[src/rtl/mem_port_arbiter.sv]
`default_nettype none
// ============================================================================
// Module   : mem_port_arbiter
// Purpose  : Two-requester arbiter for one BRAM port with bounded bursts and
//            in-order read return through a READ_LAT-deep tag pipeline.
// Revision : 1.0 - initial release
// ============================================================================
module mem_port_arbiter #(
    parameter int ADDR_W    = 13,
    parameter int DATA_W    = 8,
    parameter int READ_LAT  = 1,
    parameter int MAX_BURST = 4
) (
    input  logic              clk,
    input  logic              rst,
    input  logic              req_0,
    input  logic              req_1,
    input  logic              we_0,
    input  logic              we_1,
    input  logic [ADDR_W-1:0] addr_0,
    input  logic [ADDR_W-1:0] addr_1,
    input  logic [DATA_W-1:0] wdata_0,
    input  logic [DATA_W-1:0] wdata_1,
    output logic              gnt_0,
    output logic              gnt_1,
    output logic              rvalid_0,
    output logic              rvalid_1,
    output logic [DATA_W-1:0] rdata_0,
    output logic [DATA_W-1:0] rdata_1,
    output logic              mem_en,
    output logic              mem_we,
    output logic [ADDR_W-1:0] mem_addr,
    output logic [DATA_W-1:0] mem_din,
    input  logic [DATA_W-1:0] mem_dout
);

    localparam int                 c_cnt_w     = $clog2(MAX_BURST + 1);
    localparam logic [c_cnt_w-1:0] c_max_burst = c_cnt_w'(MAX_BURST);
    localparam logic [c_cnt_w-1:0] c_one       = c_cnt_w'(1);
    localparam int                 c_last      = READ_LAT - 1;

    logic               r_owner;
    logic [c_cnt_w-1:0] r_burst_cnt;
    logic [READ_LAT-1:0] r_tag_v;
    logic [READ_LAT-1:0] r_tag_id;

    logic w_gnt_0;
    logic w_gnt_1;
    logic w_any_gnt;
    logic w_rd_issue;

    // Grants are gated by the reset input so outputs read zero while held in reset.
    always_comb begin
        w_gnt_0 = 1'b0;
        w_gnt_1 = 1'b0;
        if (rst) begin
            if (req_0 && req_1) begin
                if (r_burst_cnt < c_max_burst) begin
                    w_gnt_1 = r_owner;
                    w_gnt_0 = ~r_owner;
                end else begin
                    w_gnt_1 = ~r_owner;
                    w_gnt_0 = r_owner;
                end
            end else begin
                w_gnt_0 = req_0;
                w_gnt_1 = req_1;
            end
        end
    end

    assign w_any_gnt = w_gnt_0 | w_gnt_1;
    assign gnt_0     = w_gnt_0;
    assign gnt_1     = w_gnt_1;

    always_comb begin
        mem_en   = w_any_gnt;
        mem_we   = 1'b0;
        mem_addr = '0;
        mem_din  = '0;
        if (w_gnt_1) begin
            mem_we   = we_1;
            mem_addr = addr_1;
            mem_din  = wdata_1;
        end else if (w_gnt_0) begin
            mem_we   = we_0;
            mem_addr = addr_0;
            mem_din  = wdata_0;
        end
    end

    assign w_rd_issue = w_any_gnt & ~mem_we;

    always_ff @(posedge clk or negedge rst) begin
        if (!rst) begin
            r_owner     <= 1'b0;
            r_burst_cnt <= '0;
        end else if (w_any_gnt) begin
            if (w_gnt_1 == r_owner) begin
                if (r_burst_cnt != c_max_burst) begin
                    r_burst_cnt <= r_burst_cnt + c_one;
                end
            end else begin
                r_owner     <= w_gnt_1;
                r_burst_cnt <= c_one;
            end
        end else begin
            r_burst_cnt <= '0;
        end
    end

    // Tag stage k holds the read granted k+1 cycles ago; the last stage lines up with mem_dout.
    generate
        if (READ_LAT == 1) begin : g_tag_lat1
            always_ff @(posedge clk or negedge rst) begin
                if (!rst) begin
                    r_tag_v  <= '0;
                    r_tag_id <= '0;
                end else begin
                    r_tag_v  <= w_rd_issue;
                    r_tag_id <= w_gnt_1;
                end
            end
        end else begin : g_tag_latn
            always_ff @(posedge clk or negedge rst) begin
                if (!rst) begin
                    r_tag_v  <= '0;
                    r_tag_id <= '0;
                end else begin
                    r_tag_v  <= {r_tag_v[READ_LAT-2:0], w_rd_issue};
                    r_tag_id <= {r_tag_id[READ_LAT-2:0], w_gnt_1};
                end
            end
        end
    endgenerate

    always_ff @(posedge clk or negedge rst) begin
        if (!rst) begin
            rvalid_0 <= 1'b0;
            rvalid_1 <= 1'b0;
            rdata_0  <= '0;
            rdata_1  <= '0;
        end else begin
            rvalid_0 <= r_tag_v[c_last] & ~r_tag_id[c_last];
            rvalid_1 <= r_tag_v[c_last] & r_tag_id[c_last];
            if (r_tag_v[c_last] && !r_tag_id[c_last]) begin
                rdata_0 <= mem_dout;
            end
            if (r_tag_v[c_last] && r_tag_id[c_last]) begin
                rdata_1 <= mem_dout;
            end
        end
    end

endmodule
`default_nettype wire

[config.mk]
export PLATFORM = sky130hd
export DESIGN_NAME = mem_port_arbiter
export DESIGN_NICKNAME = d
export VERILOG_FILES = /design/src/rtl/mem_port_arbiter.sv
export SDC_FILE = /design/constraint.sdc
export NUM_CORES = 1
export LEC_CHECK = 0
export ABC_AREA = 1
export CORE_AREA = 4 4 67 76
export CTS_BUF_LIST = sky130_fd_sc_hd__clkbuf_4 sky130_fd_sc_hd__clkbuf_8 sky130_fd_sc_hd__clkbuf_16
export DETAILED_ROUTE_END_ITERATION = 12
export DIE_AREA = 0 0 71 80
export PLACE_DENSITY = 0.74
export RECOVER_POWER = 25
export SLEW_MARGIN = 20
export SYNTH_ARGS = -nofsm -noshare
export SYNTH_HDL_FRONTEND = slang
export SYNTH_SLANG_ARGS = --single-unit
[constraint.sdc]
create_clock -name clk -period 1.37 [get_ports clk]
set_clock_uncertainty 0.15 [all_clocks]
set_input_delay 0.274 -clock clk [delete_from_list [all_inputs] [get_ports clk]]
set_output_delay 0.274 -clock clk [all_outputs]
set_load 0.005 [all_outputs]
congestion_map.png
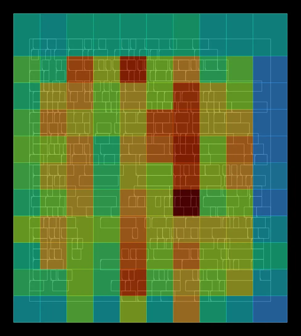
met1 GRT Util: 0.1450
grt peak-use layer: met2
met2 usage: 0.3321

m3.png
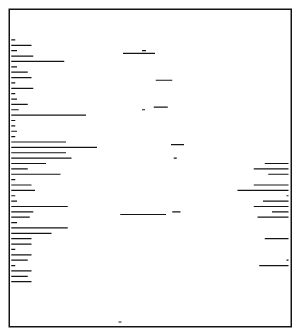
65 nets have wire on it. The layer carries 365 um of wire. The layer holds 7.7% of the routed length.

==> impl_metrics.json <==
{
  "drive_gt1_frac": 0.3481,
  "most_common_cell": "nand2_1",
  "placed_cells": 335,
  "top_cells_by_count": "nand2_1, dfrtp_1, inv_1, o21ai_0",
  "max-slew-margin-rel": 0.7087,
  "die_w_um": 71,
  "min_path_type": "reg -> reg",
  "critPathMaxStageDelay_ns": 0.43,
  "fin_ws_ns": -0.6581,
  "grt_pass1_wl_um": 7272,
  "power_leakage_uw": 0.001496,
  "ys_seq_share": 0.4738,
  "top_cell_area_share": 0.4738,
  "p_per_area_nw_per_um2": 915.1,
  "cp-start-kind": "flip-flop",
  "area_growth_pct": 120.1,
  "worstPathArrival_ns": 1.60,
  "avgSynthCellArea_um2": 7.081,
  "drcViolationCount": 0,
  "yosys_warnings": 0,
  "antenna_found_initial": 0,
  "post_drt_wl_per_cell_um": 12.87,
  "drt-initial-drc-count": 49,
  "synth.distinct_cells": 14,
  "initial_utilization": 0.2979,
  "fin_hold_ws_ns": 0.2951,
  "synthTopCellsByArea": "dfrtp_1, nand2_1, o21ai_0",
  "slowest_stage": "dfrtp_1",
  "dp_hpwl_um": 3212,
  "cts_buffers": 3,
  "crit_top_cell": "nand2_2",
  "synthesis.nets": 237,
  "vias_per_cell": 4.378,
  "violations": "setup timing",
  "drtAntennaViolNets": 0,
  "end_kind": "output port",
  "yosys_area_um2": 1267,
  "path_buffers": 5,
  "syn-instance-count": 179,
  "tns_ns": -15.90,
  "grt_setup_unrepaired": "true",
  "ir_drop_v": 0.0004414,
  "max_freq_mhz": 493.1,
  "cts_buffer_depth": 2,
  "cts_tree": "yes",
  "setup-violations-final": 31,
  "status": "complete, but fails checks"
}
m1.png
Scale bar: 20 um.
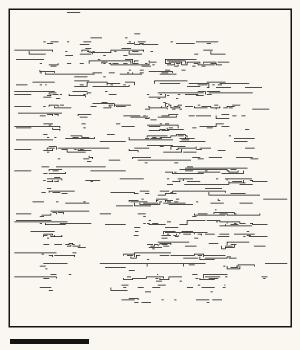
The wires run mostly horizontal. 320 nets have wire on it. The layer carries 1580 um of wire.
Routed Wire Length: 4761 um
Vias: 1620

m2.png
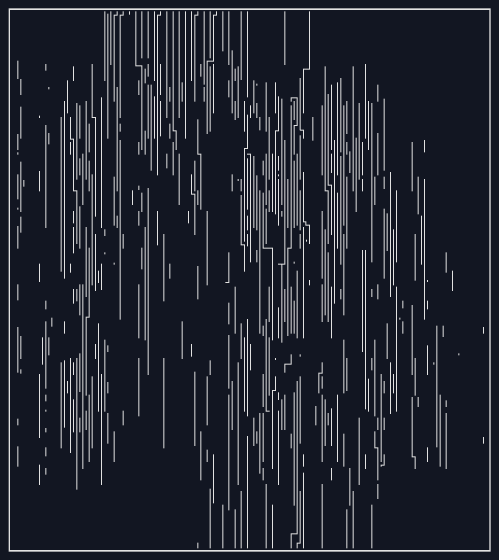
The wires run mostly vertical. 310 nets have wire on it. The layer holds 58% of the routed length. The longest straight run is 27.5 um.

placed cells by master (no fill, tap or decap):
cell type	n
a21oi_2	1
buf_12	2
buf_16	3
buf_2	22
buf_4	19
buf_6	15
bufinv_16	1
clkbuf_1	1
clkbuf_2	2
clkbuf_4	1
clkbuf_8	3
clkdlybuf4s15_1	8
clkdlybuf4s25_1	1
clkdlybuf4s50_1	52
dfrtp_1	24
dlygate4sd2_1	12
dlygate4sd3_1	1
ha_1	1
ha_4	1
inv_1	16
inv_2	4
inv_4	1
inv_8	1
nand2_1	68
nand2_2	24
nand2_4	4
nand3_1	2
nand3_2	2
nor2_1	2
nor2_2	1
nor2_4	1
o21ai_0	18
o21ai_2	1
xor2_2	1
area by class of cell:
cell class                      count  area (um2)  share of cell area
Multi-Input combinational cell    127       666.9              0.2390
Inverter                           22       92.59             0.03318
Clock inverter                      1       30.03             0.01076
Sequential cell                    24       600.6              0.2152
Tap cell                           54       67.56             0.02422
Clock buffer                        3       41.29             0.01480
Timing Repair Buffer              139        1291              0.4628
logic make-up after synthesis:
| kind of cell | synth area share |
|---|---|
| compound gates | 0.07897 |
| xor+xnor | 0.006911 |
| fa+ha+maj | 0.01974 |
| buf+inv | 0.1066 |
| flops | 0.4738 |
| simple gates | 0.3139 |
per-stage QoR:
stage	instance area, um2	utilization
floorplan	1280	-
global placement	2369	0.5568
detailed placement	2369	0.5568
CTS	2650	0.6229
global route	2790	0.6559
finish	2790	0.6559
state kept, by name (all words and copies together) (netlist names):
signal and flops:
r_burst_cnt 3, r_owner 1, r_tag_v 1, rvalid_0 1
rvalid_1 1, r_tag_id 1, rdata_0 8, rdata_1 8
layer usage:
metal | routed length, um | track usage
met5 | 0 | 0
met4 | 72 | 0.04511
met3 | 365 | 0.03904
met2 | 2744 | 0.3321
met1 | 1579 | 0.1450
report_power, final:
part	total [uW]	internal [uW]	switching [uW]
clock	607	390	216
sequential	924	848	76.4
combinational	1020	616	406
worst max-delay path by stage:
stage	start	cells after the start	to	slack (ns)
floorplan	r_owner$_DFFE_PN0P_	8	mem_addr[10]	-0.02
global placement	rst	9	mem_din[2]	-0.97
detailed placement	rst	9	mem_we	-0.97
CTS	r_burst_cnt[2]$_DFFE_PN0P_	11	mem_din[2]	-0.59
global route	r_owner$_DFFE_PN0P_	11	mem_addr[6]	-0.74
finish	r_owner$_DFFE_PN0P_	11	mem_din[2]	-0.66
repair_timing:
| action | 4_1_cts | 5_1_grt |
|---|---|---|
| setup endpoints to repair | 44 | 38 |
| buffers inserted | 20 | 8 |
| cloned | 3 | 0 |
| endpoints found under the hold margin | 24 | 0 |
| resized | 164 | 32 |
| pin swaps | 9 | 7 |
| hold buffers | 1 | 0 |
